--- src/rtl/mips_mc_pkg.sv ---
// Shared types and constants for the MIPS multi-cycle core.
package mips_mc_pkg;

    typedef enum logic [1:0] {
        IDLE,
        REQ,
        DRAIN
    } fetch_state_t;

    localparam logic [31:0] NOP_INSTR       = 32'h0000_0000;
    localparam int unsigned WORD_ALIGN_BITS = 2;

    // True when the low address bits select a whole word.
    function automatic logic word_aligned(input logic [WORD_ALIGN_BITS-1:0] lsb);
        return (lsb == '0);
    endfunction

endpackage

--- src/rtl/instr_fetch_unit_sat_counter.sv ---
// Saturating up-counter; clr and inc together load a count of one.
module sat_counter #(
    parameter int unsigned WIDTH = 8
) (
    input  logic             clk,
    input  logic             rst,
    input  logic             clr,
    input  logic             inc,
    output logic [WIDTH-1:0] count
);

    always_ff @(posedge clk) begin
        if (!rst) begin
            count <= '0;
        end else if (clr) begin
            count <= inc ? WIDTH'(1) : '0;
        end else if (inc && (count != '1)) begin
            count <= count + WIDTH'(1);
        end
    end

endmodule

--- src/rtl/instr_fetch_unit.sv ---
// Instruction fetch: req/ack handshake with instruction memory, IR latch,
// misalignment rejection and saturating fetch-latency report.
module instr_fetch_unit
    import mips_mc_pkg::*;
#(
    parameter int unsigned        ADDR_W   = 32,
    parameter int unsigned        DATA_W   = 32,
    parameter logic [DATA_W-1:0]  IR_RESET = DATA_W'(NOP_INSTR),
    parameter int unsigned        LAT_W    = 8
) (
    input  logic              clk,
    input  logic              rst,
    input  logic              fetch_start,
    input  logic [ADDR_W-1:0] pc_in,
    input  logic              flush,
    output logic              mem_req,
    output logic [ADDR_W-1:0] mem_addr,
    input  logic              mem_ack,
    input  logic [DATA_W-1:0] mem_rdata,
    output logic [DATA_W-1:0] ir_out,
    output logic              ir_valid,
    output logic              busy,
    output logic              fetch_err,
    output logic [LAT_W-1:0]  lat_cycles
);

    fetch_state_t     state;
    logic             aligned;
    logic             accept;
    logic             cnt_clr;
    logic             cnt_inc;
    logic [LAT_W-1:0] lat_count;

    always_comb begin
        aligned = word_aligned(pc_in[WORD_ALIGN_BITS-1:0]);
        accept  = (state == IDLE) && !flush && fetch_start && aligned;
        cnt_clr = accept;
        // The counter tracks the current cycle number of the request, so it
        // already holds the latency value in the cycle mem_ack arrives.
        cnt_inc = accept || ((state == REQ) && !mem_ack && !flush);
    end

    sat_counter #(
        .WIDTH(LAT_W)
    ) u_lat_counter (
        .clk  (clk),
        .rst  (rst),
        .clr  (cnt_clr),
        .inc  (cnt_inc),
        .count(lat_count)
    );

    always_ff @(posedge clk) begin
        if (!rst) begin
            state      <= IDLE;
            mem_req    <= 1'b0;
            mem_addr   <= '0;
            ir_out     <= IR_RESET;
            ir_valid   <= 1'b0;
            fetch_err  <= 1'b0;
            lat_cycles <= '0;
        end else begin
            ir_valid  <= 1'b0;
            fetch_err <= 1'b0;
            case (state)
                IDLE: begin
                    if (!flush && fetch_start) begin
                        if (!aligned) begin
                            fetch_err <= 1'b1;
                        end else begin
                            mem_addr <= pc_in;
                            mem_req  <= 1'b1;
                            state    <= REQ;
                        end
                    end
                end
                REQ: begin
                    if (mem_ack) begin
                        mem_req <= 1'b0;
                        state   <= IDLE;
                        if (!flush) begin
                            ir_out     <= mem_rdata;
                            ir_valid   <= 1'b1;
                            lat_cycles <= lat_count;
                        end
                    end else if (flush) begin
                        // A request may not be withdrawn; wait for the ack.
                        state <= DRAIN;
                    end
                end
                DRAIN: begin
                    if (mem_ack) begin
                        mem_req <= 1'b0;
                        state   <= IDLE;
                    end
                end
                default: begin
                    mem_req <= 1'b0;
                    state   <= IDLE;
                end
            endcase
        end
    end

    assign busy = (state != IDLE);

endmodule
--- config.mk ---
export PLATFORM = sky130hd
export DESIGN_NAME = instr_fetch_unit
export DESIGN_NICKNAME = d
export VERILOG_FILES = /design/src/rtl/mips_mc_pkg.sv /design/src/rtl/instr_fetch_unit_sat_counter.sv /design/src/rtl/instr_fetch_unit.sv
export SDC_FILE = /design/constraint.sdc
export NUM_CORES = 1
export LEC_CHECK = 0
export CAP_MARGIN = 20
export CORE_MARGIN = 2
export CORE_UTILIZATION = 35
export CTS_BUF_LIST = sky130_fd_sc_hd__clkbuf_2 sky130_fd_sc_hd__clkbuf_4 sky130_fd_sc_hd__clkbuf_8
export DETAILED_ROUTE_END_ITERATION = 8
export HOLD_SLACK_MARGIN = 0.06
export PLACE_DENSITY_LB_ADDON = 0.15
export REMOVE_ABC_BUFFERS = 1
export SLEW_MARGIN = 20
export SYNTH_ARGS = -nofsm -noshare
export SYNTH_HDL_FRONTEND = slang
export SYNTH_SLANG_ARGS = --single-unit
--- constraint.sdc ---
create_clock -name clk -period 3.9 [get_ports clk]
set_clock_uncertainty 0.05 [all_clocks]
set_input_delay 0.78 -clock clk [delete_from_list [all_inputs] [get_ports clk]]
set_output_delay 0.78 -clock clk [all_outputs]
set_load 0.01 [all_outputs]
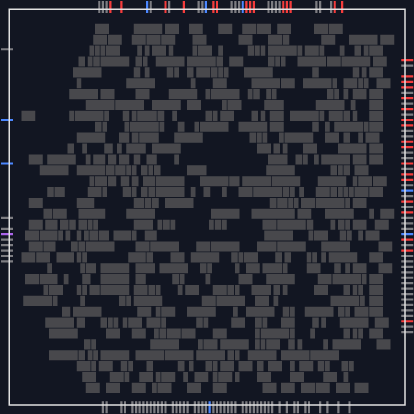
Run 1: pin placement
Drawn at 4 px/µm. Pins as bars across the die edge, other pins in grey.
red -> ir_out  # pins 32, direction output, edge 18 east, 14 north
purple -> flush  # pins 1, direction input, edge west
blue -> lat_cycles  # pins 8, direction output, edge 3 north, 2 east, 2 west, 1 south
Die H: 98.56 µm
number of buffers inserted by port buffering: 144

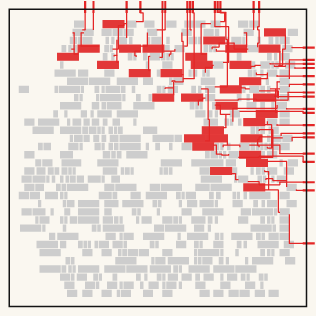
Run 1: I/O nets highlighted
Drawn at 3 px/µm.
red -> ir_out  # bits 32, direction output, edge 18 east, 14 north, end cells 32, buffers 32, wire 785 µm

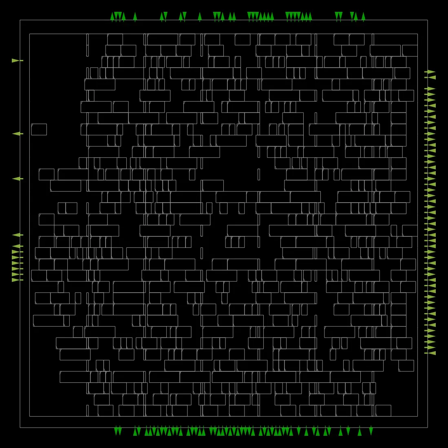
Run 1: placed standard cells
number of cells in the finished layout apart from fillers: 641
Core Area: 8678 µm²
well-tap cell count: 108
fillcell total: 836
count of flip-flops and latches: 85

[run 1: metal layers]
| metal | GRT usage, % | up-vias | part of all wire (%) |
|---|---|---|---|
| met2 | 28.62 | 77 | 48 |
| met4 | 5.585 | 0 | 1.5 |
| met5 | 0 | - | 0 |
| met3 | 3.404 | 11 | 5.1 |
| li1 | - | 1553 | - |
| met1 | 20.11 | 1351 | 46 |
[run 1: synthesized netlist by cell type, drive strengths merged]
library cell	number	area share (%)
nand2	148	18
dfxtp	85	54
a21oi	77	12
clkbuf	20	2.4
nor2	13	1.6
ha	5	2.0
inv	5	0.60
and2	4	0.80
buf	4	0.64
and3	3	0.60
mux2i	3	0.96
nand4	3	0.80
o21ai	3	0.48
a211oi	2	0.48
nand3	2	0.32
nor3	2	0.32
xor2	2	0.56
and3b	1	0.28
and4	1	0.28
nand2b	1	0.20
nor2b	1	0.20
nor3b	1	0.60
nor4	1	0.20
nor4b	1	0.28
o2111ai	1	0.28
o22ai	1	0.20
o31ai	1	0.24
or4	1	0.24
[run 1: critical path, delay by kind of cell, from the launching register on]
family / cells / cell delay, ns
DFF: 1 / 0.36
adders and majority gates: 1 / 0.21
buffers and inverters: 3 / 0.76
[run 1: kinds of logic (layout without fill, tap and decap cells)]
kind of cell    Yosys count  count (layout)  share of synthesized area (%)
mux                       3               3                         0.9597
flops                    85              85                          54.38
buf+inv                  29             170                          3.678
compound gates           85              85                          13.99
simple gates            183             183                          24.43
fa+ha+maj                 5               5                          1.999
xor+xnor                  2               2                         0.5599
[run 1: report_power, final]
group | total [mW] | leakage, nW | switching, mW | internal, mW
combinational | 0.327 | 0.911 | 0.148 | 0.180
clock | 0.628 | 0.0981 | 0.293 | 0.335
sequential | 0.934 | 0.687 | 0.0242 | 0.910
total | 1.89 | 1.70 | 0.465 | 1.42
==> run_results.csv, run 1 <==
group,metric,value,unit
status,outcome,"finished, final reports clean",
worst_setup_path,startpoint_of_the_most_critical_setup_path,"state[0]",
cells_and_area,buf_share,30.77,%
timing,slew-limit-headroom,47.18,%
worst_setup_path,r2r_setup_slack,1.89,ns
synthesis,synth_stat.cells,392,
timing,hold_slack,0.4055,ns
cells_and_area,clock_buffers,12,
worst_setup_path,critPathSlowestCell,"sky130_fd_sc_hd__clkdlybuf4s50_1",
placement,post-place-cells,626,
synthesis,synth.avg_cell_area,7.983,µm²
route,post_drt_wl_per_cell,13.04,µm
worst_setup_path,critPathKind,"reg -> out",
synthesis,synth_cells,392,
worst_setup_path,crit_arrival,1.68,ns
clocking,cts_root_buffer,"sky130_fd_sc_hd__clkbuf_8",
timing,rsz0062_at_grt,"false",
timing,final_critical_path_setup_slack,1.389,ns
cells_and_area,final_layout_size_suffix_gt1_share,4.503,%
global_routing,overflow,0,
timing,tightestPinTransition,0.7904,ns
cells_and_area,final_nets,603,
cells_and_area,sequential_share_of_cell_area,34.93,%
power_and_ir_drop,power_density_normalized_to_cell_area,387.9,nW/µm²
min_path,hold_path_class,"reg -> reg",
cells_and_area,largestRegisters,"ir_out x32, mem_addr x32",
clocking,ctsHtreeMaxLevel,3,
worst_setup_path,crit_top_cell,"sky130_fd_sc_hd__inv_1",
timing,finalClockPeriodUsage,64.38,%
clocking,total_cts_buffers,9,
cells_and_area,area.combinational,1313,µm²
worst_setup_path,timing.reg2reg.worst_path_depth,7,
flow_run,max_cap_viol_count,0,
global_routing,grt_pass1_wl,13140,µm
placement,hpwlAfterDp,5894,µm
min_path,whs_endpoint,"ir_out[8]",
route,drtPass1Iterations,4,
timing,setup_violations,0,
timing,fin_tns_setup,0,ns
power_and_ir_drop,leakagePower,1.695,nW
clocking,clkLatencyLatePin,0.34,ns
cells_and_area,flow.area_growth_from_synthesis,55.66,%
cells_and_area,final_common_cell,"sky130_fd_sc_hd__nand2_1",
floorplan,floorplan.io_pins,145,
cells_and_area,largestClassByArea,"flip-flops and latches",
synthesis,yosys.stat.seqShare,54.38,%
floorplan,floorplan.die.width,98.56,µm
synthesis,ys_ff,85,
worst_setup_path,timing.critical_path.cells,"inv_1 > ha_1 > inv_1 > clkdlybuf4s50_1",
floorplan,placementRows,34,
Run 1, wiring by layer:
Drawn at 3 px/µm. Only two layers are drawn.
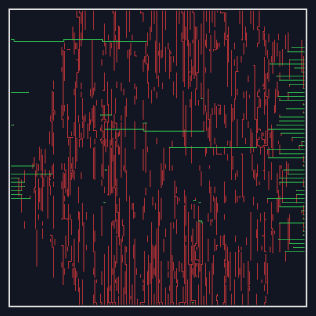

==> run 2: changes to the inputs <==
==> constraint.sdc (replaced) <==
create_clock -name clk -period 2.3 [get_ports clk]
set_clock_uncertainty 0.05 [all_clocks]
set_input_delay 0.46 -clock clk [delete_from_list [all_inputs] [get_ports clk]]
set_output_delay 0.46 -clock clk [all_outputs]
set_load 0.01 [all_outputs]
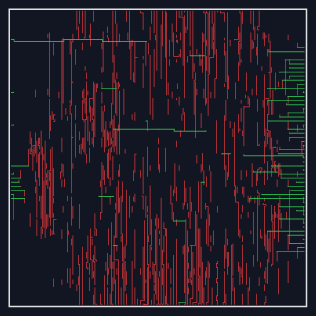
Run 2: wiring by layer
Drawn at 3 px/µm. Only two layers are drawn.
green -> met3  # wire length 428 µm
red -> met2  # wire length 4020 µm

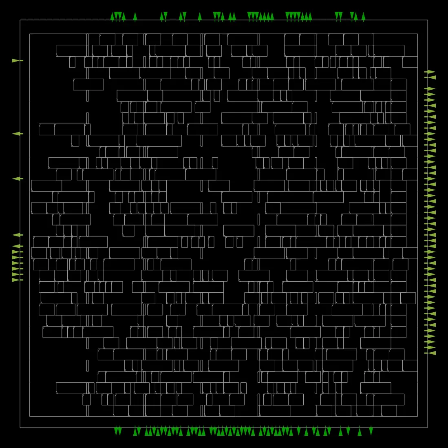
Run 2: placed standard cells
sequential share of cell area: 34.47%
post-layout utilization of the core: 56.88%
fillcell total: 825
standard-cell row count: 34
number of cells in the finished layout apart from fillers: 644

==> run 2 against run 1 <==
Against the previous run:
- setup slack worse by 1.3 ns
- total power increased by 77%
- routed wire length decreased by 0.32%
- sequential share of layout area decreased by 0.46 points
- via count fell by 0.77%
- final cell count up 0.47%
- combinational power rose by 75%
- critical endpoint unchanged
- highest routed layer unchanged
==> run_results.csv, run 2 <==
group,metric,value,unit
synthesis,synth.cells.most_frequent,"sky130_fd_sc_hd__nand2_1, sky130_fd_sc_hd__dfxtp_1, sky130_fd_sc_hd__a21oi_1",
cells_and_area,final_layout_size_suffix_gt1_share,5.037,%
global_routing,groute.layer.met1.usage,21.13,%
worst_setup_path,critPathKind,"reg -> out",
route,top_routing_layer_in_use,"met4",
synthesis,synth_cells,392,
synthesis,ff_type,"sky130_fd_sc_hd__dfxtp_1",
global_routing,global_route.usage.met2,27.94,%
floorplan,floorplan.io_pins,145,
route,m1WireLength,3733,µm
worst_setup_path,crit_arrival,1.70,ns
cells_and_area,final_common_cell,"sky130_fd_sc_hd__nand2_1",
worst_setup_path,critPathBufInv,3,
clocking,total_cts_buffers,9,
synthesis,synthDominantCellAreaShare,54.38,%
clocking,cts_root_buffer,"sky130_fd_sc_hd__clkbuf_8",
timing,final_critical_path_setup_slack,0.09075,ns
clocking,clkLatencyLatePin,0.34,ns
route,post_drt_wl_per_cell,12.94,µm
timing,finalClockPeriodUsage,96.05,%
worst_setup_path,critPathSlowestCell,"sky130_fd_sc_hd__clkdlybuf4s50_1",
synthesis,yosys.stat.seqShare,54.38,%
status,outcome,"finished, final reports clean",
synthesis,synth-edff-count,0,
flow_run,max_cap_viol_count,0,
synthesis,synth.avg_cell_area,7.983,µm²
synthesis,synth_top_cell_by_count,"sky130_fd_sc_hd__nand2_1",
floorplan,fp.dieH,98.56,µm
power_and_ir_drop,power_density_normalized_to_cell_area,675.9,nW/µm²
clocking,ctsHtreeMaxLevel,3,
timing,tightestPinTransition,0.3782,ns
timing,rsz0062_at_grt,"false",
## run 2: cell types whose count changed in the layout (fill, tap and decap cells not counted), sizes merged
| cell | previous run | this run |
|---|---|---|
| clkbuf | 12 | 13 |
| buf | 6 | 8 |
| clkinvlp | 2 | 0 |
| bufinv | 1 | 2 |
| clkinv | 0 | 1 |
## run 2: kinds of logic (layout without fill, tap and decap cells)
| family | count (synthesis) | after routing | share of synthesized area [%] |
|---|---|---|---|
| AND/OR/NAND/NOR | 183 | 183 | 24.43 |
| AND-OR/OR-AND | 85 | 85 | 13.99 |
| flip-flops | 85 | 85 | 54.38 |
| buffers and inverters | 29 | 173 | 3.678 |
| adder cells (fa/ha/maj) | 5 | 5 | 1.999 |
| multiplexers | 3 | 3 | 0.9597 |
| XOR/XNOR | 2 | 2 | 0.5599 |
## run 2: cell type report
type / instances / area, µm² / share of cell area (%)
clock buffer: 13 / 160.2 / 3.245
clock inverter: 3 / 68.82 / 1.394
inverter: 5 / 18.77 / 0.3802
multi-input combinational: 278 / 1313 / 26.59
sequential: 85 / 1702 / 34.47
tap: 108 / 135.1 / 2.738
timing repair buffer: 152 / 1539 / 31.18
## run 2: final timing paths
kind | start | to | slack [ns] | cells after the start
setup / recovery | state[0] | busy | 0.09 | 4
hold / removal | mem_addr[27] | mem_addr[27] | 0.40 | 2
setup reg to reg | state[1] | u_lat_counter.count[5] | 0.58 | 6
hold reg to reg | mem_addr[27] | mem_addr[27] | 0.40 | 2
## run 2: power breakdown
group | total, mW | switching (mW) | internal [mW]
Clock | 1.18 | 0.503 | 0.681
Sequential | 1.58 | 0.0380 | 1.54
Combinational | 0.571 | 0.257 | 0.314
Total | 3.34 | 0.799 | 2.54
Power and IR drop assume default switching activity.
